===== src/rtl/sat_counter.sv =====
// Up-counter that sticks at its all-ones value instead of wrapping.
module sat_counter #(
  parameter int WIDTH = 8
) (
  input  logic             clk,
  input  logic             reset,
  input  logic             inc,
  output logic [WIDTH-1:0] value
);

  logic [WIDTH-1:0] value_q;
  logic [WIDTH-1:0] value_d;

  // NOTE: assign the default first so every path drives value_d and no latch is inferred.
  always_comb begin
    value_d = value_q;
    if (inc && (value_q != '1)) value_d = value_q + WIDTH'(1);
  end

  // NOTE: sequential state uses non-blocking assignment so all flops update together.
  always_ff @(posedge clk or posedge reset) begin
    if (reset) value_q <= '0;
    else       value_q <= value_d;
  end

  assign value = value_q;

endmodule


===== config.mk =====
export PLATFORM = sky130hd
export DESIGN_NAME = sat_counter
export DESIGN_NICKNAME = d
export VERILOG_FILES = /design/src/rtl/sat_counter.sv
export SDC_FILE = /design/constraint.sdc
export NUM_CORES = 1
export LEC_CHECK = 0
export ABC_AREA = 1
export CAP_MARGIN = 20
export CORE_AREA = 2 2 39 41
export DETAILED_ROUTE_END_ITERATION = 10
export DIE_AREA = 0 0 41 43
export PLACE_DENSITY = 0.57
export SKIP_LAST_GASP = 1
export SLEW_MARGIN = 40
export SYNTH_ARGS = -nofsm -noshare
export SYNTH_HDL_FRONTEND = slang
export SYNTH_SLANG_ARGS = --single-unit

===== constraint.sdc =====
create_clock -name clk -period 2.15 [get_ports clk]
set_input_delay 0.3225 -clock clk [delete_from_list [all_inputs] [get_ports clk]]
set_output_delay 0.3225 -clock clk [all_outputs]
set_load 0.05 [all_outputs]

==> flow_metrics.py, run 1 <==
# Synthesis and PnR figures
metrics = {
    "flow_run": {
        "cap_violations": 0,
    },
    "sta": {
        "skew_ps": 3.66,
        "finalSetupViolations": 0,
        "rsz0062_at_grt": "false",
        "slew_viol_final": 0,
        "relSlewSlack": 0.671,
    },
    "floorplan": {
        "taps": 16,
    },
    "drt": {
        "detail-route-antenna-nets": 0,
        "avgRoutedWirePerCell_um": 9.84,
        "num_vias": 424,
        "drc": 0,
    },
    "power": {
        "powerClk_mw": 0.118,
        "p_per_area_mw_per_mm2": 1150,
        "p_seq_frac": 0.352,
        "pwr-share-comb": 0.478,
        "power.internal_mw": 0.368,
        "pwr-share-clk": 0.170,
        "power_leader": "combinational cells",
        "ir_drop_mv": 0.513,
    },
    "synth": {
        "ys_warn_count": 0,
        "simple_gate_area_frac": 0.397,
        "synth-seq-area-share": 0.423,
        "synth_area_per_cell_um2": 7.51,
        "syn-cell-area_um2": 473,
        "yosysMostFrequentCell": "nand2_1",
    },
    "cts": {
        "clock_path_buffers": 2,
        "post_cts_resized": 0,
    },
    "critical_path": {
        "worstPathRequired_ps": 1830,
        "cp_slowest_cell": "clkdlybuf4s50_1",
        "crit_buf_inv": 1,
        "cp-start-kind": "flip-flop",
        "critPathMaxStageDelay_ps": 830,
    },
    "finish": {
        "drive_above_1_share": 0.135,
        "buffers": 10,
        "logic_area_um2": 219,
        "seq_share": 0.334,
        "fin_nets": 80,
        "finalInstanceArea_um2": 599,
        "syn2layout_area_growth_pct": 26.7,
        "flops": 8,
    },
    "outcome": {
        "status": "completed",
    },
    "grt": {
        "grt_pass1_vias": 401,
        "antenna_found_initial": 0,
    },
    "hold_path": {
        "min_path_type": "input port to asynchronous set/reset pin",
    },
    "placed_design": {
        "place_congestion": 0.751,
    },
}
[run 1: final timing paths]
check	from	to	slack, ps	depth (start not counted)
min in group clk	value[7]$_DFFE_PP0P_	value[7]$_DFFE_PP0P_	540	2
max in group asynchronous	reset	value[0]$_DFFE_PP0P_	1590	2
hold reg to reg	value[7]$_DFFE_PP0P_	value[7]$_DFFE_PP0P_	540	2
setup reg to reg	value[0]$_DFFE_PP0P_	value[2]$_DFFE_PP0P_	790	7
setup / recovery	value[2]$_DFFE_PP0P_	value[2]	300	1
hold / removal	reset	value[5]$_DFFE_PP0P_	310	2
[run 1: routing by layer]
metal | wire (um) | part of all wire
met1 | 412 | 0.47
met2 | 399 | 0.45
met3 | 42 | 0.047
met4 | 32 | 0.036
met5 | 0 | 0
Figure 1. Signal wires by layer (run 1).
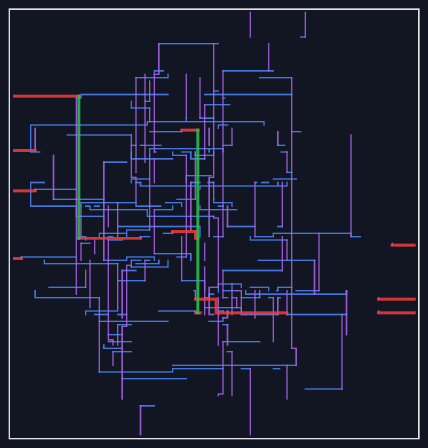
- purple: metal 2 (wire length 400 um)
- green: metal 4 (wire length 32.6 um)
- blue: metal 1 (wire length 412 um)
- red: metal 3 (wire length 42.4 um)
total wire length: 886 um
overall routing resource usage: 0.143

Figure 2. I/O pins on the die edge (run 1).
Pins as bars across the die edge, other pins in grey.
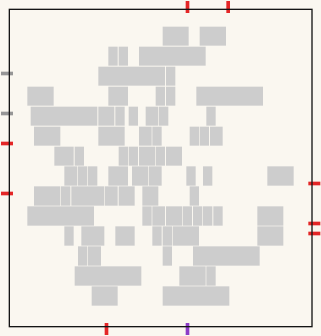
- purple: reset (pins 1; direction input; edge south)
- red: value (pins 8; direction output; edge 3 east, 2 west, 2 north, 1 south)
IO Port Bufs: 10
Chip Width: 41 um

Figure 3. Gate families picked out (run 1).
The bar under the picture is 10 um long.
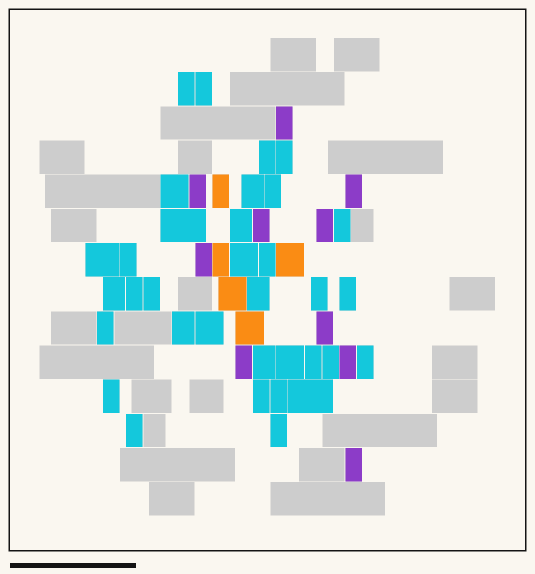
- cyan: NAND gates (cells 34; most used nand2_1)
- orange: NOR gates (cells 5; most used nor2_2; where centre)
- purple: inverters (cells 10; most used inv_1)
final cell count without fillers: 90
logic share of the area: 0.365
most numerous logic cell after layout: nand2_1

Figure 4. Clock nets (run 1).
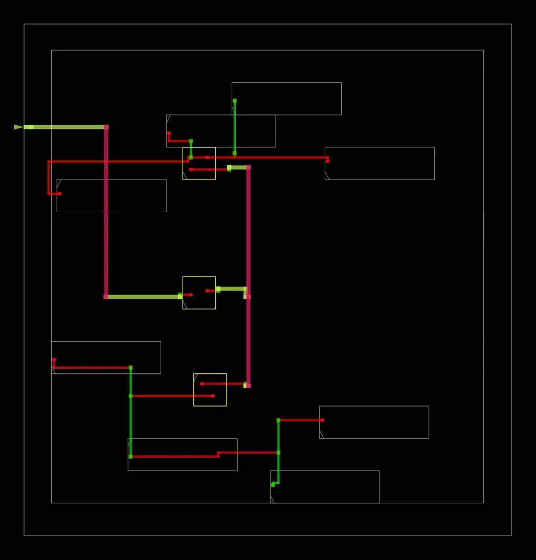

## Run 2: what changed since run 1
- ABC_AREA: 1 -> default
- CORE_AREA: 2 2 39 41 -> default
- CORE_MARGIN: default -> 1
- CORE_UTILIZATION: default -> 30
- DIE_AREA: 0 0 41 43 -> default
- PLACE_DENSITY: 0.57 -> 0.51
Figure 5. Clock nets (run 2).
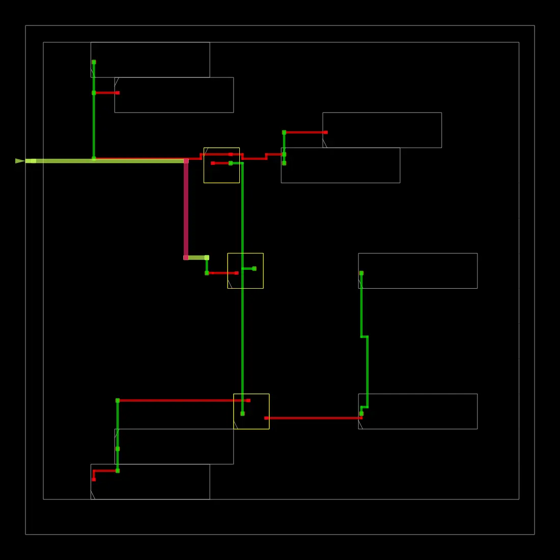
Clock group: 0.112 mW
clkbuf count: 3
clk_lat worst skew: 250 ps
CTS sink count: 8
clock skew: 3.17 ps

Figure 6. Wire density map (run 2).
8 x 8 tiles, from dark blue (low) to red (high), scaled to the fullest tile. Values are wire area over tile area, all layers added.
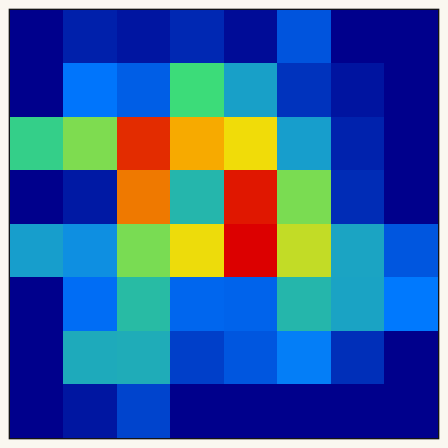
- emptiest ninth of the die: north-east
- fullest tile: 0.34
- mean over tiles: 0.089

==> flow_metrics.py, run 2 <==
# Synthesis and PnR figures
metrics = {
    "finish": {
        "fin_nets": 57,
        "drive_above_1_share": 0.118,
        "logic_area_um2": 215,
    },
    "outcome": {
        "status": "completed",
    },
    "power": {
        "ir_drop_mv": 0.787,
        "p_seq_frac": 0.349,
        "power_leader": "combinational cells",
        "p_per_area_mw_per_mm2": 1760,
    },
    "drt": {
        "dr.max_layer_used": "met4",
        "num_vias": 367,
        "wl_met3_um": 42,
        "detail-route-antenna-nets": 0,
        "wl_um": 868,
        "avgRoutedWirePerCell_um": 13.2,
        "dr_wl_met2_um": 408,
        "wl_met1_um": 409,
    },
    "critical_path": {
        "critPathMaxStageDelay_ps": 860,
        "cp_slowest_cell": "clkdlybuf4s50_1",
        "cp-start-kind": "flip-flop",
        "cp.depth": 1,
        "r2r-end": "value[1]$_DFFE_PP0P_",
        "r2r_cells": 4,
        "worstPathRequired_ps": 1830,
        "crit_buf_inv": 1,
    },
    "flow_run": {
        "cap_violations": 0,
    },
    "grt": {
        "track_usage": 0.143,
        "grt_pass1_vias": 325,
        "antenna_found_initial": 0,
    },
    "sta": {
        "relSlewSlack": 0.668,
        "slew_viol_final": 0,
        "finalSetupViolations": 0,
    },
    "placed_design": {
        "place_congestion": 0.752,
    },
    "synth": {
        "ys_warn_count": 0,
        "yosysMostFrequentCell": "dfrtp_1",
        "synth_area_per_cell_um2": 11.0,
        "simple_gate_area_frac": 0.209,
    },
    "floorplan": {
        "fp.dieW_um": 39.4,
    },
    "hold_path": {
        "min_path_type": "input port to asynchronous set/reset pin",
    },
}
run 2: cell count changes after synthesis, moves of 3 or more:
cell	before	now
inv_1	10	1
nand2_1	21	4
nand3_1	6	3
mux2_1	0	3
nor2_2	3	0
run 2: cell families (layout without fill, tap and decap cells):
kind of cell    Yosys count  in the layout
buf+inv                   1             14
flops                     8              8
xor+xnor                  1              1
mux                       4              4
fa+ha+maj                 1              1
simple gates             15             15
compound gates            8              8
run 2: layout make-up:
| type | count | share of cell area |
|---|---|---|
| inverters | 1 | 0.00670 |
| multi-input cells | 29 | 0.384 |
| flip-flops and latches | 8 | 0.357 |
| well taps | 15 | 0.0335 |
| repair buffers | 10 | 0.179 |
| clock buffers | 3 | 0.0402 |
No activity file was given, so power comes from the tool's default toggle rates.
